Design output_port_arbiter, sky130hd; sources not shown.
### Floorplan with the power grid, run 1

Scale bar: 20 um. Pins as bars on the die edge. Tap cells in gray.
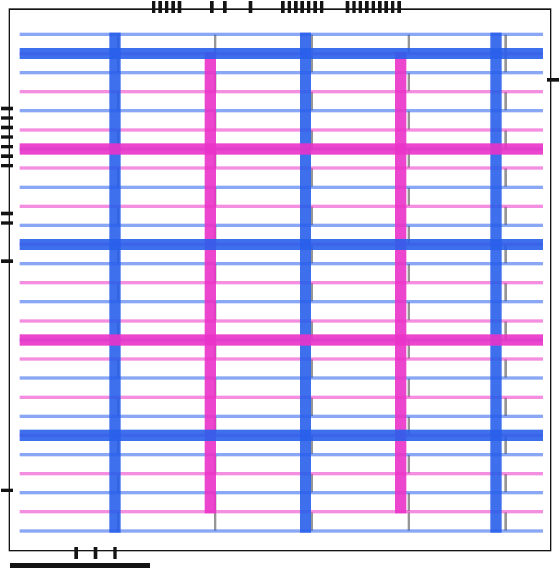
[blue] VSS
[magenta] VDD
met4 straps: 5
signal pins: 39
rows: 26
floorplan die width: 76.92 um
height of the die: 76.92 um
Core Area: 5270 sq um
worst IR drop on VDD: 0.4080 mV

### Placement view, run 1

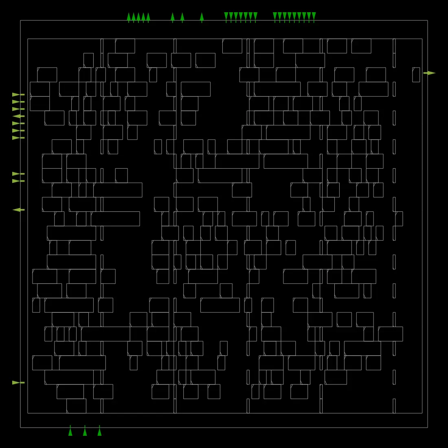
number of flip-flops and latches: 7
Layout Cells excl Fill: 310
sequential share of cell area: 0.08230
Placement Rows: 26
fraction of the core area covered by cells at the end of the flow: 0.4038

### Wire density map, run 1

15 x 15 tiles, from dark blue (low) to red (high), scaled to the fullest tile. Values are wire area over tile area, all layers added.
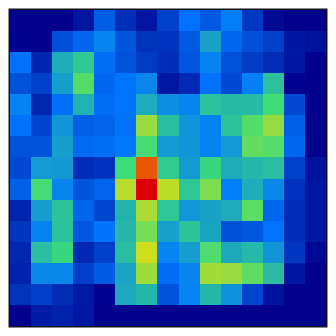
densest ninth of the die: center
mean over tiles: 0.14
tiles over half the peak: 10%
fullest tile: 0.57
Overall Global Routing Usage: 0.1927
Detailed Route WL: 5413 um

### Cells colored by class, run 1

Fill, decap, tap and diode cells in gray.
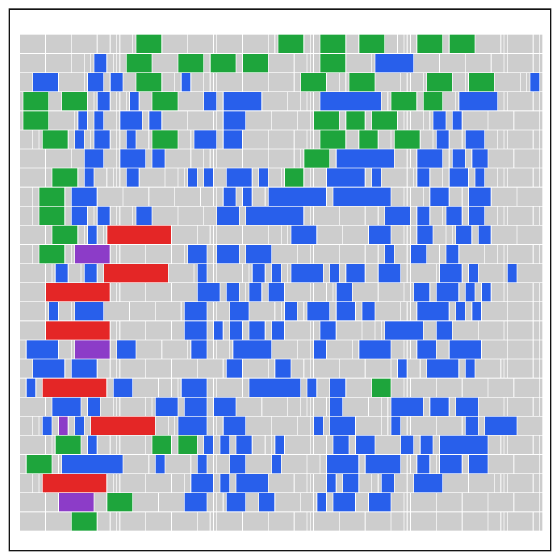
[red] flip-flops | cells: 7 | share of their area: 8.6%
[green] other buffers and delay cells | cells: 44 | share of their area: 21%
[purple] clock drivers and dummy loads | cells: 4 | share of their area: 2.2%
[blue] all other logic | cells: 185 | share of their area: 68%
Final Cell Area: 2128 sq um

==> out/summary.rpt, run 1 <==
YOSYS
------------------------------------------------------------------------------------
Yosys chip area                                                           1628 sq um
Share of flip-flops with an asynchronous set or reset after synthesis          1.000
Yosys stat cell total                                                            203
Nets at Floorplan                                                                242
Synth Warn #                                                                       6
Commonest register cell after synthesis                                      dfrtp_1

LAYOUT
------------------------------------------------------------------------------------
Number of inserted filler cells in the final layout                              654
Fin nets                                                                         280
Proportion of layout cells with a drive suffix above 1                        0.1500
Antenna Cells                                                                      0

FINAL TIMING
------------------------------------------------------------------------------------
Worst slew slack as a fraction of its limit                                   0.6144
Slew at the pin with the worst max-slew slack                              0.5784 ns
Count of final max-slew check failures                                             0
Count of endpoints failing setup in the final report                               0
Highest Clock Rate                                                         231.8 MHz
Final setup skew                                                        0.0003999 ns

ROUTE
------------------------------------------------------------------------------------
Routed via count                                                               1,749
Drt wl/cell                                                                 17.46 um
Residual DRC                                                                       0
Starting DRC count in detailed routing                                           113

JOB
------------------------------------------------------------------------------------
Count of tool warnings                                                            32

POWER
------------------------------------------------------------------------------------
Leakage power                                                           0.0008452 uW
Power density over the cells                                            759.0 nW/um^2
Comb power frac                                                                0.851

DIE
------------------------------------------------------------------------------------
Top-level I/O count                                                               39

RUN STATUS
------------------------------------------------------------------------------------
Run status                                                              finished, final reports clean

CLOCK NETWORK
------------------------------------------------------------------------------------
CTS max path bufs                                                                  2

WORST HOLD PATH
------------------------------------------------------------------------------------
Hold path depth                                                                    1

PLACED DESIGN
------------------------------------------------------------------------------------
Buffers added on ports                                                            37

CRITICAL PATH
------------------------------------------------------------------------------------
Reg2Reg Setup Slack                                                          0.92 ns
Type of the setup path with the least slack                                in -> out

run 1: synthesized netlist by cell type, drive strengths merged (3+ instances only):
library cell	count	area [sq um]
mux4	4	90.09
buf	6	41.28
o31a	3	26.28
mux2	3	33.78
nor3	6	30.03
dfrtp	7	175.2
mux2i	7	70.07
inv	12	45.05
nor2	15	61.31
o22ai	4	25.02
o21ai	17	88.83
a21oi	5	32.53
nand2	20	75.07
nand3	8	40.04
nand2b	4	25.02
xnor2	3	26.28
nor4b	8	118.9
nor2b	6	45.04
clkbuf	5	20.01
or3	4	25.02
nor3b	3	33.78
o211ai	5	37.54
ha	10	125.1
a21o	3	22.52
run 1: layout by cell type (no fill, tap or decap), drive strengths merged, types with 2 or more instances in the layout:
master         count
o211ai             5
a21o               3
o211a              2
ha                10
nor3b              3
o31a               3
xnor2              3
and2               2
a31oi              2
clkdlybuf4s50     37
dfrtp              7
nor2              15
nand2b             4
mux2               3
o21ai             17
nor3               6
buf                7
nand3b             2
inv               12
nand2             20
or3                4
o22ai              4
mux4               4
clkbuf             4
o2bb2ai            2
a2bb2oi            2
nand4              2
nor4b              8
mux2i              7
nand3              8
nor2b              6
o221ai             2
a311oi             2
a21oi              5
run 1: per-layer routing:
metal | vias to the layer above | track usage
met1 | 878 | 0.2414
li1 | 838 | -
met3 | 9 | 0.003571
met4 | 0 | 0.05962
met2 | 24 | 0.3545
met5 | - | 0
run 1: metrics by stage:
step	instance area (sq um)	utilization	hold slack (ns)	total power [uW]	setup WS (ns)
after detailed placement	2083	0.3953	0.5768	1547	0.6220
after floorplan	1628	-	0.5324	1177	1.061
after global routing	2128	0.4038	0.6292	1795	0.5430
after global placement	2083	0.3953	0.5760	1482	0.7224
final	2128	0.4038	0.5733	1615	0.6867
after CTS	2128	0.4038	0.5883	1636	0.6519
run 1: worst max-delay path, cell delays in order:
cell and delay (ns):
clkdlybuf4s50_1 0.44, nor4b_4 0.46, nor3b_1 0.09, o31a_1 0.36, nor3_1 0.25, clkdlybuf4s50_1 0.71
run 1: final cells by class:
| class | instances | area share |
|---|---|---|
| multi-input cells | 173 | 0.6355 |
| repair buffers | 44 | 0.1987 |
| inverters | 12 | 0.02116 |
| well taps | 70 | 0.04115 |
| clock buffers | 4 | 0.02116 |
| flip-flops and latches | 7 | 0.08230 |
run 1: kinds of logic after synthesis:
family / after synthesis / share of synthesized area
simple gates: 84 / 0.3259
compound gates: 60 / 0.2744
buf+inv: 23 / 0.06533
mux: 14 / 0.1191
fa+ha+maj: 11 / 0.08916
flops: 7 / 0.1076
xor+xnor: 3 / 0.01614
other cells: 1 / 0.002304
run 1: power by group through the flow:
stage | clock network [uW] | logic, uW | registers, uW
2_1_floorplan | 0 | 1030 | 144
3_3_place_gp | 0 | 1320 | 161
3_5_place_dp | 0 | 1390 | 161
4_1_cts | 82.0 | 1390 | 162
5_1_grt | 85.8 | 1540 | 172
6_report | 79.9 | 1380 | 160
==> run 1 -> run 2 <==
Settings changed: CTS_CLUSTER_DIAMETER set to 30.
### I/O nets highlighted, run 2

Scale bar: 20 um.
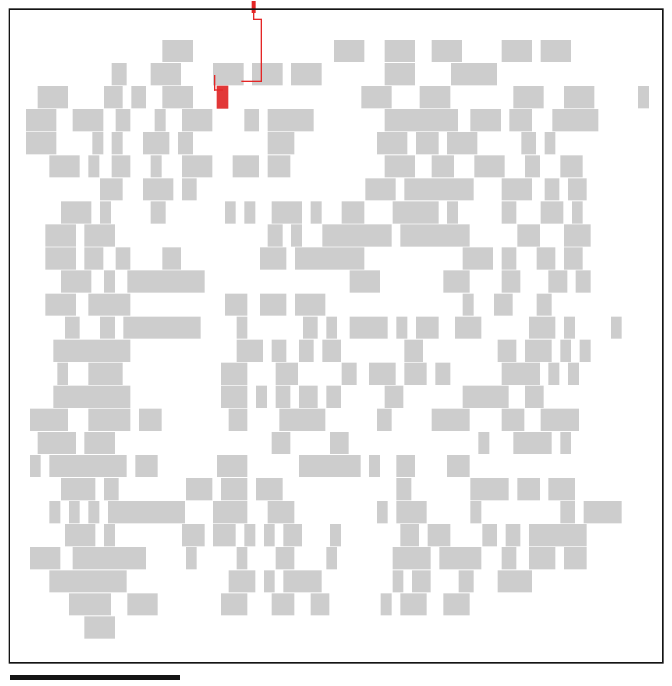
[red] out_valid_o | bits: 1 | direction: output | edge: north | end cells: 1 | buffers: 1 | wire: 13.8 um
top-level I/O count: 39
buffers added on ports: 37

==> out/summary.rpt, run 2 <==
YOSYS
------------------------------------------------------------------------------------
Cell type with the largest total area after synthesis                        dfrtp_1
Top area cell types                                                     dfrtp_1 11%, ha_1 7.7%, mux4_2 5.5%
Yosys stat cell total                                                            203   unchanged
Yosys chip area                                                           1628 sq um   unchanged
Share of flip-flops with an asynchronous set or reset after synthesis          1.000   unchanged
Synth Warn #                                                                       6   unchanged
Post-synthesis cell type with the largest instance count                     nand2_1
Nets at Floorplan                                                                242   unchanged
Commonest register cell after synthesis                                      dfrtp_1
Dominant cell area share                                                      0.1076   unchanged
Post-synth top cells                                                    20 x nand2_1, 13 x nor2_1, 13 x o21ai_0

CLOCK NETWORK
------------------------------------------------------------------------------------
CTS max path bufs                                                                  2   unchanged

ROUTE
------------------------------------------------------------------------------------
Drt wl/cell                                                                 17.46 um   unchanged
Detailed Route WL                                                            5413 um   unchanged
Starting DRC count in detailed routing                                           113   unchanged
Residual DRC                                                                       0   unchanged
Routed via count                                                               1,749   unchanged

WORST HOLD PATH
------------------------------------------------------------------------------------
Hold path depth                                                                    1   unchanged

LAYOUT
------------------------------------------------------------------------------------
Area Growth Syn to Fin                                                        30.75%
Layout Cells excl Fill                                                           310   unchanged
Top Layout Cells                                                        37 x clkdlybuf4s50_1, 20 x nand2_1, 13 x nor2_1, 13 x o21ai_0
Fin nets                                                                         280   unchanged
Most frequent logic cell in the layout                                  clkdlybuf4s50_1
Proportion of layout cells with a drive suffix above 1                        0.1500   unchanged
Antenna Cells                                                                      0   unchanged

DIE
------------------------------------------------------------------------------------
Floorplan-stage core utilization                                              0.3089
Placement Rows                                                                    26   unchanged
Height of the die                                                           76.92 um   unchanged
Core Area                                                                 5270 sq um   unchanged
Floorplan die width                                                         76.92 um   unchanged

JOB
------------------------------------------------------------------------------------
Count of tool warnings                                                            32   unchanged

CRITICAL PATH
------------------------------------------------------------------------------------
Reg2Reg Setup Slack                                                          0.92 ns   about the same
Type of the setup path with the least slack                                in -> out
Depth of the worst register-to-register path                                      13

POWER
------------------------------------------------------------------------------------
Worst IR drop on VDD                                                       0.4080 mV   unchanged
Leakage power                                                           0.0008452 uW   unchanged
Power density over the cells                                            759.0 nW/um^2   unchanged

FINAL TIMING
------------------------------------------------------------------------------------
Worst slew slack as a fraction of its limit                                   0.6144   unchanged
Count of endpoints failing setup in the final report                               0   unchanged
Final-layout worst hold slack                                              0.5733 ns   unchanged
Highest Clock Rate                                                         231.8 MHz   unchanged
Slew at the pin with the worst max-slew slack                              0.5784 ns   unchanged
Final setup skew                                                        0.0003999 ns   unchanged
Count of final max-slew check failures                                             0   unchanged

PLACED DESIGN
------------------------------------------------------------------------------------
Post-placement cell count                                                        306

RUN STATUS
------------------------------------------------------------------------------------
Run status                                                              finished, final reports clean

### Floorplan with the power grid, run 2

Scale bar: 20 um. Pins as bars on the die edge. Tap cells in gray.
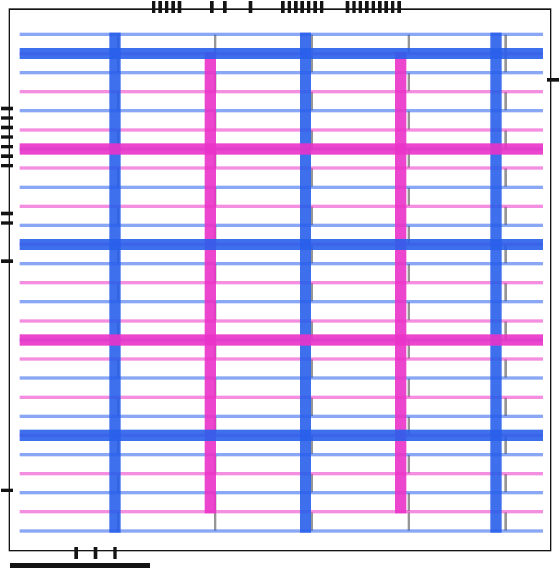
[magenta] VDD
[blue] VSS
rows: 26
met4 straps: 5
signal pins: 39
met1 rails: 27
tap cells: 70

-- run 2: cell counts after synthesis --
No cell type changed its count.
-- run 2: critical path, stage by stage --
cell,delay (ns)
clkdlybuf4s50_1,0.44
nor4b_4,0.46
nor3b_1,0.09
o31a_1,0.36
nor3_1,0.25
clkdlybuf4s50_1,0.71
-- run 2: cell families after synthesis --
group	share of synthesized area
mux	0.1191
simple gates	0.3259
xor+xnor	0.01614
other cells	0.002304
buf+inv	0.06533
fa+ha+maj	0.08916
flops	0.1076
compound gates	0.2744
-- run 2: layout make-up --
cell class              count  area [sq um]
fillers                   654          3142
inverters                  12         45.04
well taps                  70         87.58
repair buffers             44         422.9
flip-flops and latches      7         175.2
clock buffers               4         45.04
multi-input cells         173          1353
-- run 2: layer usage --
layer,share of wire,GRT usage,up-vias
met5,0,0,-
met4,0.018,0.05962,0
met3,0.013,0.003571,9
met2,0.53,0.3545,24
met1,0.44,0.2414,878
li1,-,-,838
-- run 2: through the flow --
| stage | utilization | cell area, sq um | power, uW | worst slack (ns) |
|---|---|---|---|---|
| finish | 0.4038 | 2128 | 1615 | 0.6867 |
| global route | 0.4038 | 2128 | 1795 | 0.5430 |
| CTS | 0.4038 | 2128 | 1636 | 0.6519 |
| detailed placement | 0.3953 | 2083 | 1547 | 0.6220 |
| global placement | 0.3953 | 2083 | 1482 | 0.7224 |
| floorplan | - | 1628 | 1177 | 1.061 |
-- run 2: report_power, final --
part | internal, uW | switching [uW] | leakage [uW] | total, uW
clock | 55.2 | 24.7 | 0.0000228 | 79.9
sequential | 82.6 | 77.7 | 0.0000875 | 160
combinational | 574 | 801 | 0.000735 | 1380
total | 712 | 904 | 0.000845 | 1620
Power and IR drop assume default switching activity.
